===== src/rtl/uart_tx_queue_if.sv =====
// Bundle between the byte queue and its environment (host write side plus transmitter status).
// UART_TXQ_OVF_FLAG_EN adds the sticky overflow flag and its clear input.
interface uart_tx_queue_if #(
  parameter int DATA_W = 8,
  parameter int AW     = 4
);
  // Write side: a byte is taken on any clock with wr_en=1 and full=0; there is no back-pressure
  // beyond full. Launch side: tx_en pulses one cycle with tx_data valid, tx_data holds until tx_done.
  logic              wr_en;
  logic [DATA_W-1:0] wr_data;
  logic              full;
  logic              empty;
  logic [AW:0]       level;
  logic              tx_en;
  logic [DATA_W-1:0] tx_data;
  logic              tx_busy;
  logic              tx_done;
  logic              idle;
  logic [1:0]        dbg_state;
`ifdef UART_TXQ_OVF_FLAG_EN
  logic              ovf;
  logic              ovf_clr;

  modport master (
    output wr_en, wr_data, tx_busy, tx_done, ovf_clr,
    input  full, empty, level, tx_en, tx_data, idle, dbg_state, ovf
  );
  modport slave (
    input  wr_en, wr_data, tx_busy, tx_done, ovf_clr,
    output full, empty, level, tx_en, tx_data, idle, dbg_state, ovf
  );
`else
  modport master (
    output wr_en, wr_data, tx_busy, tx_done,
    input  full, empty, level, tx_en, tx_data, idle, dbg_state
  );
  modport slave (
    input  wr_en, wr_data, tx_busy, tx_done,
    output full, empty, level, tx_en, tx_data, idle, dbg_state
  );
`endif
endinterface


===== src/rtl/uart_tx_queue.sv =====
// Byte FIFO and launch controller feeding a UART transmitter one byte per frame.
// Optional sticky overflow flag enabled by defining UART_TXQ_OVF_FLAG_EN.
module uart_tx_queue #(
  parameter int DATA_W = 8,
  parameter int DEPTH  = 16,
  parameter int AW     = 4
) (
  input  logic          clk,
  input  logic          rst,
  uart_tx_queue_if.slave bus
);

  typedef enum logic [1:0] {
    S_IDLE  = 2'd0,
    S_START = 2'd1,
    S_WAIT  = 2'd2
  } state_t;

  state_t            r_state;
  logic [DATA_W-1:0] r_mem [DEPTH];
  logic [AW-1:0]     r_wr_ptr;
  logic [AW-1:0]     r_rd_ptr;
  logic [AW:0]       r_level;
  logic              r_full;
  logic              r_empty;
  logic              r_tx_en;
  logic [DATA_W-1:0] r_tx_data;
  logic              r_idle;

  logic              w_wr_accept;
  logic              w_pop;
  logic [AW:0]       w_level_next;
  logic              w_level_next_zero;

  assign w_wr_accept       = bus.wr_en && !r_full;
  assign w_pop             = (r_state == S_IDLE) && !r_empty && !bus.tx_busy;
  assign w_level_next_zero = (w_level_next == '0);

  always_comb begin
    w_level_next = r_level;
    case ({w_wr_accept, w_pop})
      2'b10:   w_level_next = r_level + 1'b1;
      2'b01:   w_level_next = r_level - 1'b1;
      default: w_level_next = r_level;
    endcase
  end

  always_ff @(posedge clk) begin
    if (w_wr_accept) begin
      r_mem[r_wr_ptr] <= bus.wr_data;
    end
  end

  // Pointers wrap naturally because DEPTH is 2**AW.
  always_ff @(posedge clk or posedge rst) begin
    if (rst) begin
      r_wr_ptr <= '0;
      r_rd_ptr <= '0;
      r_level  <= '0;
      r_full   <= 1'b0;
      r_empty  <= 1'b1;
    end else begin
      if (w_wr_accept) begin
        r_wr_ptr <= r_wr_ptr + 1'b1;
      end
      if (w_pop) begin
        r_rd_ptr <= r_rd_ptr + 1'b1;
      end
      r_level <= w_level_next;
      r_full  <= (w_level_next == (AW+1)'(DEPTH));
      r_empty <= w_level_next_zero;
    end
  end

  always_ff @(posedge clk or posedge rst) begin
    if (rst) begin
      r_state   <= S_IDLE;
      r_tx_en   <= 1'b0;
      r_tx_data <= '0;
      r_idle    <= 1'b1;
    end else begin
      r_tx_en <= 1'b0;
      case (r_state)
        S_IDLE: begin
          if (w_pop) begin
            r_state   <= S_START;
            r_tx_en   <= 1'b1;
            r_tx_data <= r_mem[r_rd_ptr];
            r_idle    <= 1'b0;
          end else begin
            r_idle <= w_level_next_zero;
          end
        end
        S_START: begin
          // A frame may finish in the launch cycle itself; skip WAIT then.
          if (bus.tx_done) begin
            r_state <= S_IDLE;
            r_idle  <= w_level_next_zero;
          end else begin
            r_state <= S_WAIT;
            r_idle  <= 1'b0;
          end
        end
        S_WAIT: begin
          if (bus.tx_done) begin
            r_state <= S_IDLE;
            r_idle  <= w_level_next_zero;
          end else begin
            r_idle <= 1'b0;
          end
        end
        default: begin
          r_state <= S_IDLE;
          r_idle  <= w_level_next_zero;
        end
      endcase
    end
  end

`ifdef UART_TXQ_OVF_FLAG_EN
  logic r_ovf;

  // A new overflow takes priority over a clear in the same cycle.
  always_ff @(posedge clk or posedge rst) begin
    if (rst) begin
      r_ovf <= 1'b0;
    end else if (bus.wr_en && r_full) begin
      r_ovf <= 1'b1;
    end else if (bus.ovf_clr) begin
      r_ovf <= 1'b0;
    end
  end

  assign bus.ovf = r_ovf;
`endif

  assign bus.full      = r_full;
  assign bus.empty     = r_empty;
  assign bus.level     = r_level;
  assign bus.tx_en     = r_tx_en;
  assign bus.tx_data   = r_tx_data;
  assign bus.idle      = r_idle;
  assign bus.dbg_state = r_state;

endmodule


===== src/flat_wrapper.sv =====
// flat-port wrapper written by rule: the top's interface ports become plain ports
module uart_tx_queue_flat 
#(
  parameter int DATA_W = 8,
  parameter int DEPTH  = 16,
  parameter int AW     = 4
)
  (clk, rst, bus_wr_en, bus_wr_data, bus_tx_busy, bus_tx_done, bus_full, bus_empty, bus_level, bus_tx_en, bus_tx_data, bus_idle, bus_dbg_state);
  uart_tx_queue_if #(.DATA_W(DATA_W), .AW(AW)) bus_i ();
  input  logic clk;
  input  logic rst;
  input wire logic [$bits(bus_i.wr_en)-1:0] bus_wr_en;
  input wire logic [$bits(bus_i.wr_data)-1:0] bus_wr_data;
  input wire logic [$bits(bus_i.tx_busy)-1:0] bus_tx_busy;
  input wire logic [$bits(bus_i.tx_done)-1:0] bus_tx_done;
  output wire logic [$bits(bus_i.full)-1:0] bus_full;
  output wire logic [$bits(bus_i.empty)-1:0] bus_empty;
  output wire logic [$bits(bus_i.level)-1:0] bus_level;
  output wire logic [$bits(bus_i.tx_en)-1:0] bus_tx_en;
  output wire logic [$bits(bus_i.tx_data)-1:0] bus_tx_data;
  output wire logic [$bits(bus_i.idle)-1:0] bus_idle;
  output wire logic [$bits(bus_i.dbg_state)-1:0] bus_dbg_state;
  assign bus_i.wr_en = bus_wr_en;
  assign bus_i.wr_data = bus_wr_data;
  assign bus_i.tx_busy = bus_tx_busy;
  assign bus_i.tx_done = bus_tx_done;
  assign bus_full = bus_i.full;
  assign bus_empty = bus_i.empty;
  assign bus_level = bus_i.level;
  assign bus_tx_en = bus_i.tx_en;
  assign bus_tx_data = bus_i.tx_data;
  assign bus_idle = bus_i.idle;
  assign bus_dbg_state = bus_i.dbg_state;
  uart_tx_queue #(.DATA_W(DATA_W), .DEPTH(DEPTH), .AW(AW)) u_core (.clk(clk), .rst(rst), .bus(bus_i));
endmodule

===== config.mk =====
export PLATFORM = sky130hd
export DESIGN_NAME = uart_tx_queue_flat
export DESIGN_NICKNAME = d
export VERILOG_FILES = /design/src/rtl/uart_tx_queue_if.sv /design/src/rtl/uart_tx_queue.sv /design/src/flat_wrapper.sv
export SDC_FILE = /design/constraint.sdc
export NUM_CORES = 1
export LEC_CHECK = 0
export CAP_MARGIN = 10
export CORE_UTILIZATION = 48
export DETAILED_ROUTE_END_ITERATION = 10
export GPL_TIMING_DRIVEN = 0
export PLACE_DENSITY = 0.66
export SYNTH_ARGS = -nofsm -noshare
export SYNTH_HDL_FRONTEND = slang
export SYNTH_SLANG_ARGS = --single-unit

===== constraint.sdc =====
create_clock -name clk -period 3.1 [get_ports clk]
set_clock_uncertainty 0.2 [all_clocks]
set_input_delay 0.465 -clock clk [delete_from_list [all_inputs] [get_ports clk]]
set_output_delay 0.465 -clock clk [all_outputs]
set_load 0.005 [all_outputs]

==> run_1/layer_met1.png <==
The bar under the picture is 20 um long.
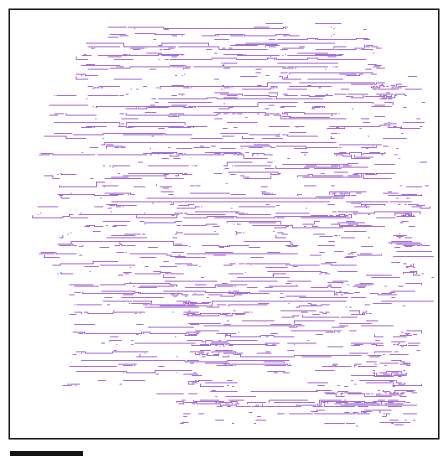
share of all routed wire: 46%
main direction: horizontal
wire length on this layer: 5300 um
nets with wire on the layer: 387
routed wire length: 11.6 mm
routing usage on met1: 0.256
vias after detailed routing: 3204

==> run_1/layer_met2.png <==
The bar under the picture is 20 um long. Cells faint in the background.
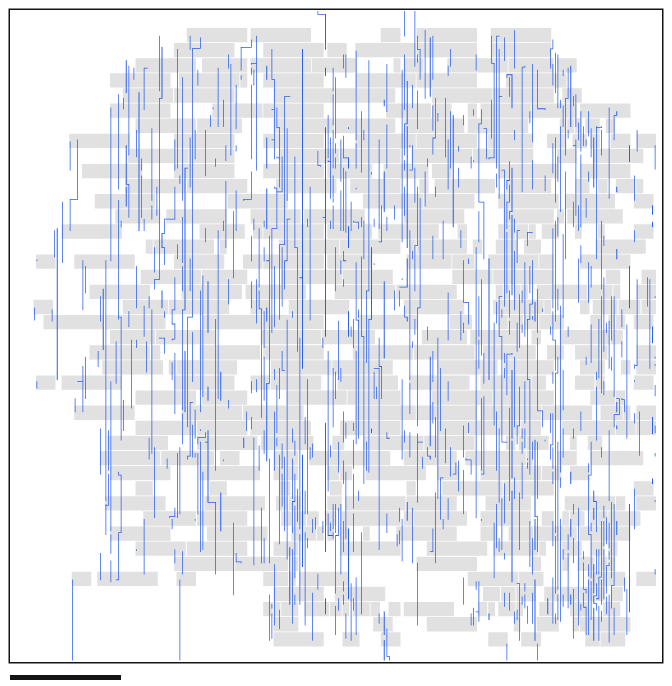
share of all routed wire: 48%
nets with wire on the layer: 372
main direction: vertical
longest straight run: 57.5 um
global-route track usage on met2: 0.286

==> notes.org, run 1 <==
#+TITLE: Synthesis and PnR summary

** Run status
- The flow ran to the end, and the final reports show no timing, DRC or antenna violations.

** Pwr
- Power consumption :: between 7 and 8 mW
- Worst IR drop on VDD :: between 0.0005 and 0.0006 V
- The largest part of the power goes to registers.
- Switching Fraction :: 0.289
- P_clk :: between 2 and 2.5 mW
- Power attributed to combinational cells is 2.30 mW.
- The power report puts the leakage power at ~2.7 nW.
- Net load switching power :: about 2.1 mW
- Clk pwr share :: 0.302
- In this run the power density over the cells is between 900 and 1000 mW/mm2.
- Sequential power :: 2.78 mW
- Power share of the combinational group :: 0.316
- Flop pwr share :: 0.382
- Design internal power :: between 5 and 6 mW

** Critical path
- The arrival time of data at the worst endpoint is listed as roughly 3.0 ns.
- Measured in cells, the most critical reg-to-reg path has a length of 13.
- The timing report attributes the biggest portion of critical-path delay to buffers and inverters.
- The setup path with the least slack is of type in2reg.
- The data required time reported for the critical path is 3.23 ns.
- Stage delay of the slowest cell on the critical path :: ~0.45 ns
- Worst-path fanout max :: 8
- Among all stages on the critical path, the largest delay is contributed by sky130_fd_sc_hd__clkdlybuf4s50_1.
- Capturing element of the worst setup path :: u_core.bus.idle$_DFF_PP1_
- CP bufs+invs :: 4
- Crit path from :: bus_wr_en
- Reg-to-reg critical path startpoint :: u_core.bus.dbg_state[0]$_DFFE_PP0P_
- Startpoint type of the worst setup path :: primary input
- Crit path depth :: 13
- Critical path endpoint category :: register
- Reg-to-Reg End :: u_core.bus.idle$_DFF_PP1_
- Cells along the critical path :: clkdlybuf4s50_1, nor2b_1, buf_2, inv_1, ha_1, buf_2, xor2_1, ha_1, a21oi_2, mux2i_1, xor2_1, o211ai_1, a211oi_1
- The setup check on the worst reg-to-reg path leaves a slack of 0.19 ns.

** Clocking
- The clock passes through at most 2 buffers.
- In this run, post-CTS hold repair placed 0 buffers.
- Counting the buffers created by CTS gives 17.
- The tree is rooted in a sky130_fd_sc_hd__clkbuf_16.
- Number of clock sinks :: roughly 160
- The skew report gives the latency at the later pin of the worst-skew pair as 0.41 ns.
- Number of levels in the clock H-tree :: 4
- TritonCTS built the clock tree.
- In the CTS report, the clock slew at the register clock pins of the worst setup and hold paths is listed as about 0.06 ns.

** Job
- Maximum Capacitance Violations :: 0
- Count of warning messages emitted by the tools :: 34

** Synthesis
- Top-area cell share :: 0.601
- The synthesized netlist handed to floorplanning was reported with a cell count of 346.
- For this design, Yosys synthesis ends with a cell count of 346.
- Yosys Chip Area :: between 0.006 and 0.007 mm2
- Per the post-synthesis stats, the area per cell is ~18 um2.
- Per the synthesis report, the number of distinct cell types is 41.
- Top post-synthesis cells by count :: 128 x sky130_fd_sc_hd__edfxtp_1, 25 x sky130_fd_sc_hd__dfrtp_1, 23 x sky130_fd_sc_hd__mux4_2
- In this run, the synthesized area fraction spent on adder and majority cells is recorded as 0.0274.
- Synthesis warning total :: 0
- By area, the combinational part of the netlist is dominated by multiplexers.
- AND-OR/OR-AND share of the synthesized area :: 0.0294
- Per the post-synthesis report, the nets total approximately 370.
- The cell area that synthesis handed to floorplanning was 0.00639 mm2.
- Most used flip-flop cell after synthesis :: sky130_fd_sc_hd__edfxtp_1
- After synthesis, the share of flip-flops with an asynchronous set or reset is 0.174.
- In this run, the synthesized area fraction spent on and/or/nand/nor cells is recorded as 0.0474.
- Of the synthesized area, sequential elements account for 0.707.
- Synthesized-area fraction occupied by xor and xnor cells :: 0.0164
- Largest cells by area after synthesis :: sky130_fd_sc_hd__edfxtp_1 60%, sky130_fd_sc_hd__dfrtp_1 9.8%, sky130_fd_sc_hd__mux4_2 8.1%, sky130_fd_sc_hd__mux4_1 3.7%, sky130_fd_sc_hd__ha_1 2.7%
- Most numerous cell in the Yosys netlist :: sky130_fd_sc_hd__edfxtp_1
- Cell taking the most area after synthesis :: sky130_fd_sc_hd__edfxtp_1
- Multiplexer area fraction after synthesis :: 0.151
- Post-synth EDFFs :: approximately 130
- The post-synth register bit count is approximately 160.

** Route
- For this sky-water flow run, the detailed-routed wirelength per cell is reported as just under 20 um.
- Via-per-instance ratio :: 5.47
- The detailed router reports a met2 wire length of between 5 and 6 mm.
- Remaining number of nets flagged by the antenna check after routing :: 0
- The routed layout reports a DRC error count of 0.
- Summed over all nets, wire length on met3 after detailed routing comes to 549 um.
- Topmost layer with routed signal wires :: met4
- Initial drt markers :: ~300
- The first detailed-routing pass ran for 4 iterations.
- Metal-1 WL :: 5.30 mm

** Final layout
- The register with the most flip-flops in the layout has approximately 130 of them.
- Most frequent standard cell in the layout excluding fill and tap cells :: sky130_fd_sc_hd__edfxtp_1
- Footprint of the multi-input gates :: between 0.0015 and 0.002 mm2
- Non-clock inverters :: 11
- Most instantiated logic cells after routing :: 128 x sky130_fd_sc_hd__edfxtp_1, 31 x sky130_fd_sc_hd__clkdlybuf4s50_1, 25 x sky130_fd_sc_hd__dfrtp_1
- The filler cells instantiated in the layout total 949.
- The final layout contains about 430 nets.
- Count of inserted antenna diode cells :: 0
- Count of sequential standard cells :: 155
- Proportion of layout cells with a drive suffix above 1 :: 0.191
- Reg with most FFs :: u_core.r_mem
- Multi-input combinational gate total :: about 160
- Clock buffer instance count of the final layout :: 19
- Number of standard cells in the final layout excluding fillers :: between 500 and 600
- Summing all flip-flop and latch instances after layout gives 0.00452 mm2.
- Clock Network Area Fraction :: 0.0828
- Data buffer area share :: 0.0610
- From synthesis to final layout, the design area changed by 19.4%.
- After layout, the buffer instance count without clock buffers stands at 52.
- Top class by area :: registers
- Logic gate fraction of the total cell area :: 0.230
- Final non-filler cell area :: between 0.007 and 0.008 mm2
- Seq/total area :: 0.592

** Die
- The die is ~120 um tall.
- # rows :: slightly above 40
- Die width :: 117 um
- The design received a total of ~170 well taps at floorplan.
- For this design the top-level I/O count stands at 32.
- Area of the core :: around 0.013 mm2
- The overall die size recorded for this design is between 0.01 and 0.015 mm2.
- Initial Util :: 0.498

** Timing
- For reference, the final report shows the hold violation count at 0.
- The highest clock rate this design can be run at is 343 MHz.
- Setup repair after global routing left no endpoint under its margin.
- Min Tclk post-route :: 2.91 ns
- Hold is met by ~0.092 ns.
- Setup violations, final :: 0
- Post-route period utilization is reported as 0.940.
- Count of pins over their slew limit :: 0
- Post-Route Setup TNS :: 0 ns
- Headroom to the max-slew limit :: 0.507
- For the pin with the worst max-slew slack, the measured transition is between 0.7 and 0.8 ns.

** Placed design
- Post-placement cell count :: between 500 and 600
- Routability cong. :: approximately 0.77
- Dpl hpwl :: roughly 7.8 mm
- Instance area after placement :: between 0.006 and 0.007 mm2
- Count of port buffers added during placement :: 31

** Global routing
- After global routing the overflow that remains totals 0.
- Largest net degree at the start of global routing :: 28
- The first global-routing pass estimated 18.7 mm of wire.
- The via count of the first global-routing pass was approximately 3300.
- The initial antenna violation count came to 0.

** Worst hold path
- Worst hold path type :: in2async
==> run_1/layer_met3.png <==
The bar under the picture is 20 um long. Cells faint in the background.
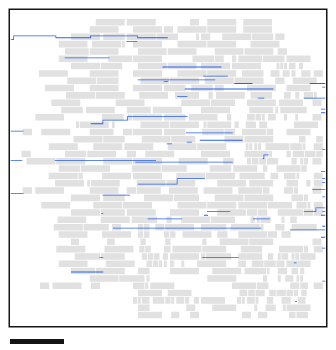
share of all routed wire: 4.7%
wire length on this layer: 550 um
longest straight run: 54.7 um
main direction: horizontal
met3 routing resource usage after global routing: 0.0467

==> run_1/congestion.png <==
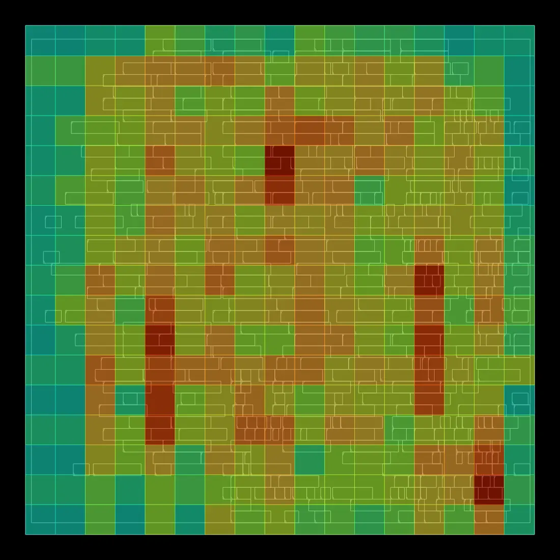
GRT busiest layer: met2
post-layout util: 0.595
all-layer global routing usage: 0.186

[run 1: metrics by stage]
| step | worst slack, ns | utilization |
|---|---|---|
| floorplan | 0.172 | - |
| global placement | -0.546 | 0.539 |
| detailed placement | -0.595 | 0.539 |
| CTS | 0.00703 | 0.590 |
| global route | 0.00381 | 0.595 |
| finish | 0.186 | 0.595 |
[run 1: cell families (layout without fill, tap and decap cells)]
family | Yosys count | in the layout
AOI/OAI and AO/OA | 29 | 29
xor gates and xnor gates | 12 | 12
adders and majority gates | 14 | 14
buffers and inverters | 27 | 95
DFF | 155 | 155
muxes | 52 | 52
and+or+nand+nor | 57 | 57
[run 1: what timing repair did]
item | 4_1_cts | 5_1_grt
resized | 4 | 4
endpoints found under the setup margin | 5 | 3
setup buffers | 1 | 3
endpoints found under the hold margin | 0 | 0
## Run 2: what changed since run 1
- CORE_UTILIZATION: 48 -> 50
- HOLD_SLACK_MARGIN: default -> 0.12
- PLACE_DENSITY: 0.66 -> 0.68
==> run_2/congestion.png <==
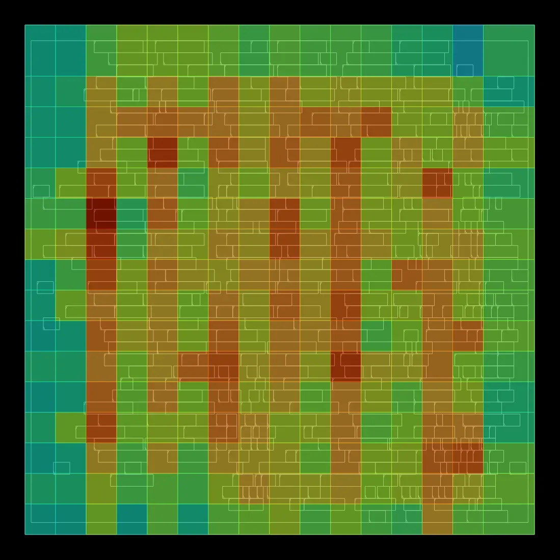
global-route track usage on met2: 0.306
met3 routing resource usage after global routing: 0.0480
post-layout util: 0.620
routing usage on met1: 0.265

==> run_2/layer_met3.png <==
The bar under the picture is 20 um long. Cells faint in the background.
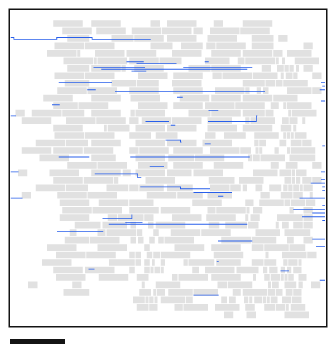
routed wire length: 11.5 mm
vias after detailed routing: 3161

==> run 2 against run 1 <==
Compared with the run above: synthesized area stayed put; count of clock-buffer cells in the layout is 1 lower; non-clock buffer count is 2 lower; total power is 1.8% lower; combinational power hardly changed; clock power is 5% lower.
==> notes.org, run 2 <==
#+TITLE: Synthesis and PnR summary

** Synthesis
- Adder share :: 0.0274
- Per the synthesis report, the simple-gate share of the synthesized area is 0.0474.
- Synth Instances :: around 350
- In the synthesized netlist, the cells that appear most often are 128 x sky130_fd_sc_hd__edfxtp_1, 25 x sky130_fd_sc_hd__dfrtp_1, 23 x sky130_fd_sc_hd__mux4_2.
- After synthesis, the mean cell area works out to between 15 and 20 um2.
- Largest cells by area after synthesis :: sky130_fd_sc_hd__edfxtp_1 60%, sky130_fd_sc_hd__dfrtp_1 9.8%, sky130_fd_sc_hd__mux4_2 8.1%, sky130_fd_sc_hd__mux4_1 3.7%, sky130_fd_sc_hd__ha_1 2.7%
- Post-Synthesis Cell Area :: between 0.006 and 0.007 mm2
- Post-synth EDFFs :: approximately 130
- Yosys printed 0 warnings.
- Per the synthesis report, the AND-OR/OR-AND share of the synthesized area is 0.0294.
- Top comb family, area :: multiplexers

** Global routing
- The first global-routing pass estimated around 18 mm of wire.
- The initial antenna violation count is 0.
- Entering global routing, the biggest net connects 28 pins.

** Job
- Count of warning messages emitted by the tools :: 34
- Maximum Capacitance Violations :: 0

** Clocking
- Number of clock sinks :: roughly 160
- Clk buf depth :: 2
- The skew report gives the latency at the later pin of the worst-skew pair as approximately 0.42 ns.
- Clock transition time at the flip-flop clock pins of the worst setup and hold paths :: around 0.060 ns
- CTS built an H-tree with a depth of 4.
- Hold Buf Count CTS :: 0
- CTS placed an instance of sky130_fd_sc_hd__clkbuf_16 at the clock tree root.
- TritonCTS built the clock tree.
- Number of gates given a new drive strength after cts :: 4

** Final layout
- Count of sequential standard cells :: between 150 and 200
- The repair_antennas step left the layout with diodes totalling 0.
- Buffers outside the clock class :: approximately 50
- approximately 160 cells are multi-input combinational gates.
- Per the layout report, the design carries between 900 and 1000 filler cells.
- By area, registers come first.
- Counting flops per register, the top entry is u_core.r_mem.
- Data buffer area share :: 0.0572
- The layout summary lists the proportion of cells stronger than drive strength 1 as 0.201.

** Pwr
- Internal power comes to 5.02 mW.
- Of the total power, combinational logic draws 0.318.
- Net load switching power :: 2.13 mW
- Top pwr grp :: registers
- The power report lists the clock group at between 2 and 2.5 mW.
- Total power density per cell area :: roughly 940 mW/mm2

** Die
- Pin placement for this block handled 32 I/O pins.
- Initial Util :: 0.523
- Per the OpenROAD floorplan log, the area of the core is roughly 0.012 mm2.

** Critical path
- Looking at the critical path, the single cell with the biggest stage delay is sky130_fd_sc_hd__dfrtp_1.
- The timing report notes that buffer and inverter cells on the critical path total 3.
- Worst-path fanout max :: 8
- Kind of cell adding the most delay to the critical path :: adder cells
- Across all register-to-register paths, the minimum setup slack is about 0.19 ns.
- OpenSTA lists the critical path startpoint as u_core.bus.dbg_state[1]$_DFFE_PP0P_.
- Capturing element of the worst setup path :: u_core.bus.idle$_DFF_PP1_
- In this run the number of cells on the critical path is 13.
- Cells along the critical path :: inv_1, ha_2, nand2_4, clkinv_4, ha_1, buf_2, xor2_1, ha_2, a21oi_2, mux2i_1, xor2_1, o211ai_1, a211oi_1

** Route
- The first TritonRoute pass finished after 4 iterations.
- For this block, the initial DRC count from the detailed router was between 150 and 200.
- For this run, design rule violations remaining after detail routing come to 0.

** Timing
- Per the slew report, the remaining headroom to the max-slew limit stands at 0.316.
- Looking at the max-slew report, the worst-margin pin has a slew of roughly 1.0 ns.
- Max-slew check failures listed in the final report amount to 0.
- Post-layout period usage of the worst path :: 0.940
- The final timing report derives a shortest allowable period of between 2 and 3 ns.

** Placed design
- Routability cong. :: roughly 0.76

** Run status
- The run finished with clean final reports.
==> run 2: metrics by stage <==
step | instance area [um2] | setup slack [ns] | cells | hold WS [ns]
after floorplan | 6390 | 0.172 | 346 | 0.283
after global placement | 6910 | -0.558 | 545 | 0.281
after detailed placement | 6910 | -0.592 | 545 | 0.285
after CTS | 7530 | 0.0185 | 578 | 0.299
after global routing | 7570 | -0.00903 | 580 | 0.328
final | 7570 | 0.186 | 580 | 0.291
==> run 2: per-layer routing <==
metal | up-vias | track usage | wire length (um)
met3 | 12 | 0.0480 | 589
met4 | 0 | 0.0701 | 155
li1 | 1463 | - | -
met5 | - | 0 | 0
met1 | 1602 | 0.265 | 5230
met2 | 84 | 0.306 | 5520
==> run_2/layer_met1.png <==
The bar under the picture is 20 um long.
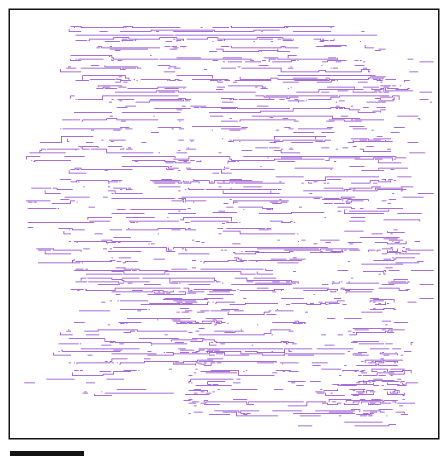

## Run 3: what changed since run 2
- CORE_UTILIZATION: 50 -> 45
- PLACE_DENSITY: 0.68 -> default
- PLACE_DENSITY_LB_ADDON: default -> 0.1
==> run_3/layer_met1.png <==
The bar under the picture is 20 um long.
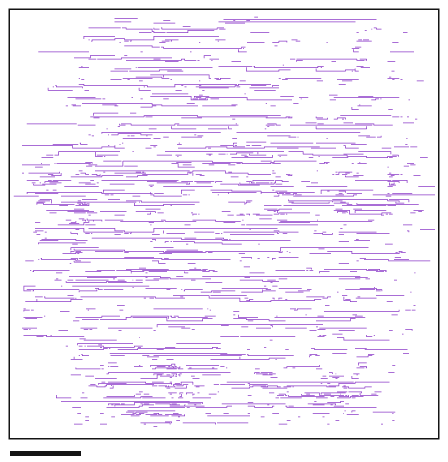
longest straight run: 46.9 um
share of all routed wire: 45%
main direction: horizontal
routing usage on met1: 0.255
routed wire length: 12.5 mm
vias after detailed routing: 3222

==> run_3/layer_met3.png <==
The bar under the picture is 20 um long. Cells faint in the background.
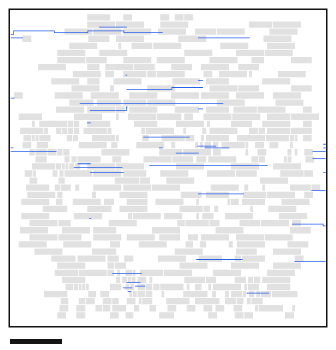
met3 routing resource usage after global routing: 0.0456

==> run 3 against run 2 <==
Compared with the run above: count of clock-buffer cells in the layout grew 7; final area grew 1.6%; via count grew 1.9%; critical path depth grew 1.
==> notes.org, run 3 <==
#+TITLE: Synthesis and PnR summary

** Run status
- The flow ran to the end, and the final reports show no timing, DRC or antenna violations.

** Pwr
- The worst VDD IR drop from the latest analysis is ~0.00043 V.
- The power report attributes to the sequential group a share of 0.382.
- Power consumption :: 7.33 mW
- The flow reported a cell area power density of approximately 950 mW/mm2.
- Leakage Power :: 2.75 nW

** Synthesis
- Per Yosys stat, the portion of area used by sequential elements is 0.707.
- Synthesized-area fraction occupied by xor and xnor cells :: 0.0164
- Ranked by instance count, the synthesized netlist is headed by 128 x sky130_fd_sc_hd__edfxtp_1, 25 x sky130_fd_sc_hd__dfrtp_1, 23 x sky130_fd_sc_hd__mux4_2.
- According to the Yosys statistics, the synthesized design has a chip area of ~0.0064 mm2.
- Yosys instantiated no cell more often than sky130_fd_sc_hd__edfxtp_1.
- After synthesis, the share of flip-flops with an asynchronous set or reset is 0.174.
- Adder share :: 0.0274
- Area fraction in and, or, nand and nor cells after synthesis :: 0.0474
- Synthesis produced ~350 cells.
- The area fraction of the largest cell type after synthesis is 0.601.
- The cell-mix breakdown from Yosys lists the compound-gate area share as 0.0294.

** Final layout
- Once layout is complete, the utilization of the core stands at 0.554.
- Non-clock inverters :: 11
- By area, registers come first.
- Buffers outside the clock class :: 56
- The repair_antennas step left the layout with diodes totalling 0.
- 164 cells are multi-input combinational gates.
- Once layout is done, the placed cells without fillers occupy ~0.0077 mm2.
- Seq/total area :: 0.588
- Total area of sequential cells :: between 0.004 and 0.005 mm2
- Data buffer area share :: 0.0652
- Per the run report, area growth between synthesis and finish was 20.3%.
- # nets final :: between 400 and 500
- Reg with most FFs :: u_core.r_mem

** Timing
- The transition time recorded at the tightest slew-check pin is approximately 0.65 ns.
- In this build the clock could be raised as far as between 300 and 400 MHz.
- Crit path setup slack, layout :: 0.136 ns
- Final hold slack :: roughly 0.23 ns
- Counting pins that exceed their max-slew limit in the final report gives 0.
- Headroom to the max-slew limit :: 0.569
- Per the finish-stage timing summary, setup violations number 0.
- Min Tclk post-route :: ~3.0 ns
- The final timing report lists a hold violation count of 0.

** Critical path
- The report puts the cell count of the worst reg-to-reg path at 14.
- Kind of cell adding the most delay to the critical path :: buffers and inverters
- For reference, the most critical setup path is categorized as in2reg.
- In this run the register-to-register setup slack is about 0.18 ns.
- CP bufs+invs :: 6
- The worst setup path is captured at a register.
- Per the timing report, the most critical flop-to-flop path originates at u_core.bus.dbg_state[0]$_DFFE_PP0P_.

** Die
- The floorplan step set the die height to between 100 and 150 um.
- Top-level I/O count :: 32

** Clocking
- Number of clock sinks :: between 150 and 200
- CTS Buf Count :: 17
- Number of levels in the clock H-tree :: 4

** Global routing
- Largest net degree at the start of global routing :: 28
- Global-route wire length before repair :: around 19 mm
- All-layer global routing usage :: 0.189

** Route
- Dividing the detail-routed via count by the number of cells gives approximately 5.4.
- Metal-1 WL :: ~5.6 mm
- Topmost layer with routed signal wires :: met4

** Placed design
- During placement, the flow inserted port buffers numbering 31.
- The congestion estimate from routability-driven global placement came to between 0.7 and 0.8.
- The placement stage leaves a total instance area of 0.00693 mm2.
- Per the placement report, the placed cell count is around 560.

** Worst hold path
- Worst hold path type :: in2async
==> run 3: cell counts after synthesis <==
Identical to the previous run, type by type.
==> run 3: routing by layer <==
layer  vias to the layer above  track usage
met4                         0       0.0741
met5                         -            0
met2                        56        0.299
met3                        15       0.0456
met1                      1676        0.255
li1                       1475            -
==> run 3: timing repair <==
| action | in CTS | in global routing |
|---|---|---|
| endpoints found under the setup margin | 5 | 4 |
| setup buffers | 2 | 6 |
| gates resized | 6 | 8 |
| hold buffers | 0 | 0 |
==> run 3: power groups by stage <==
stage	clock network (mW)	registers, mW	logic [mW]
final	2.20	2.80	2.33
after global routing	2.32	2.84	2.56
after CTS	2.23	2.80	2.30
after detailed placement	0	2.84	2.24
after global placement	0	2.82	2.18
after floorplan	0	2.80	1.51
Power is estimated from default activity; no workload was simulated.
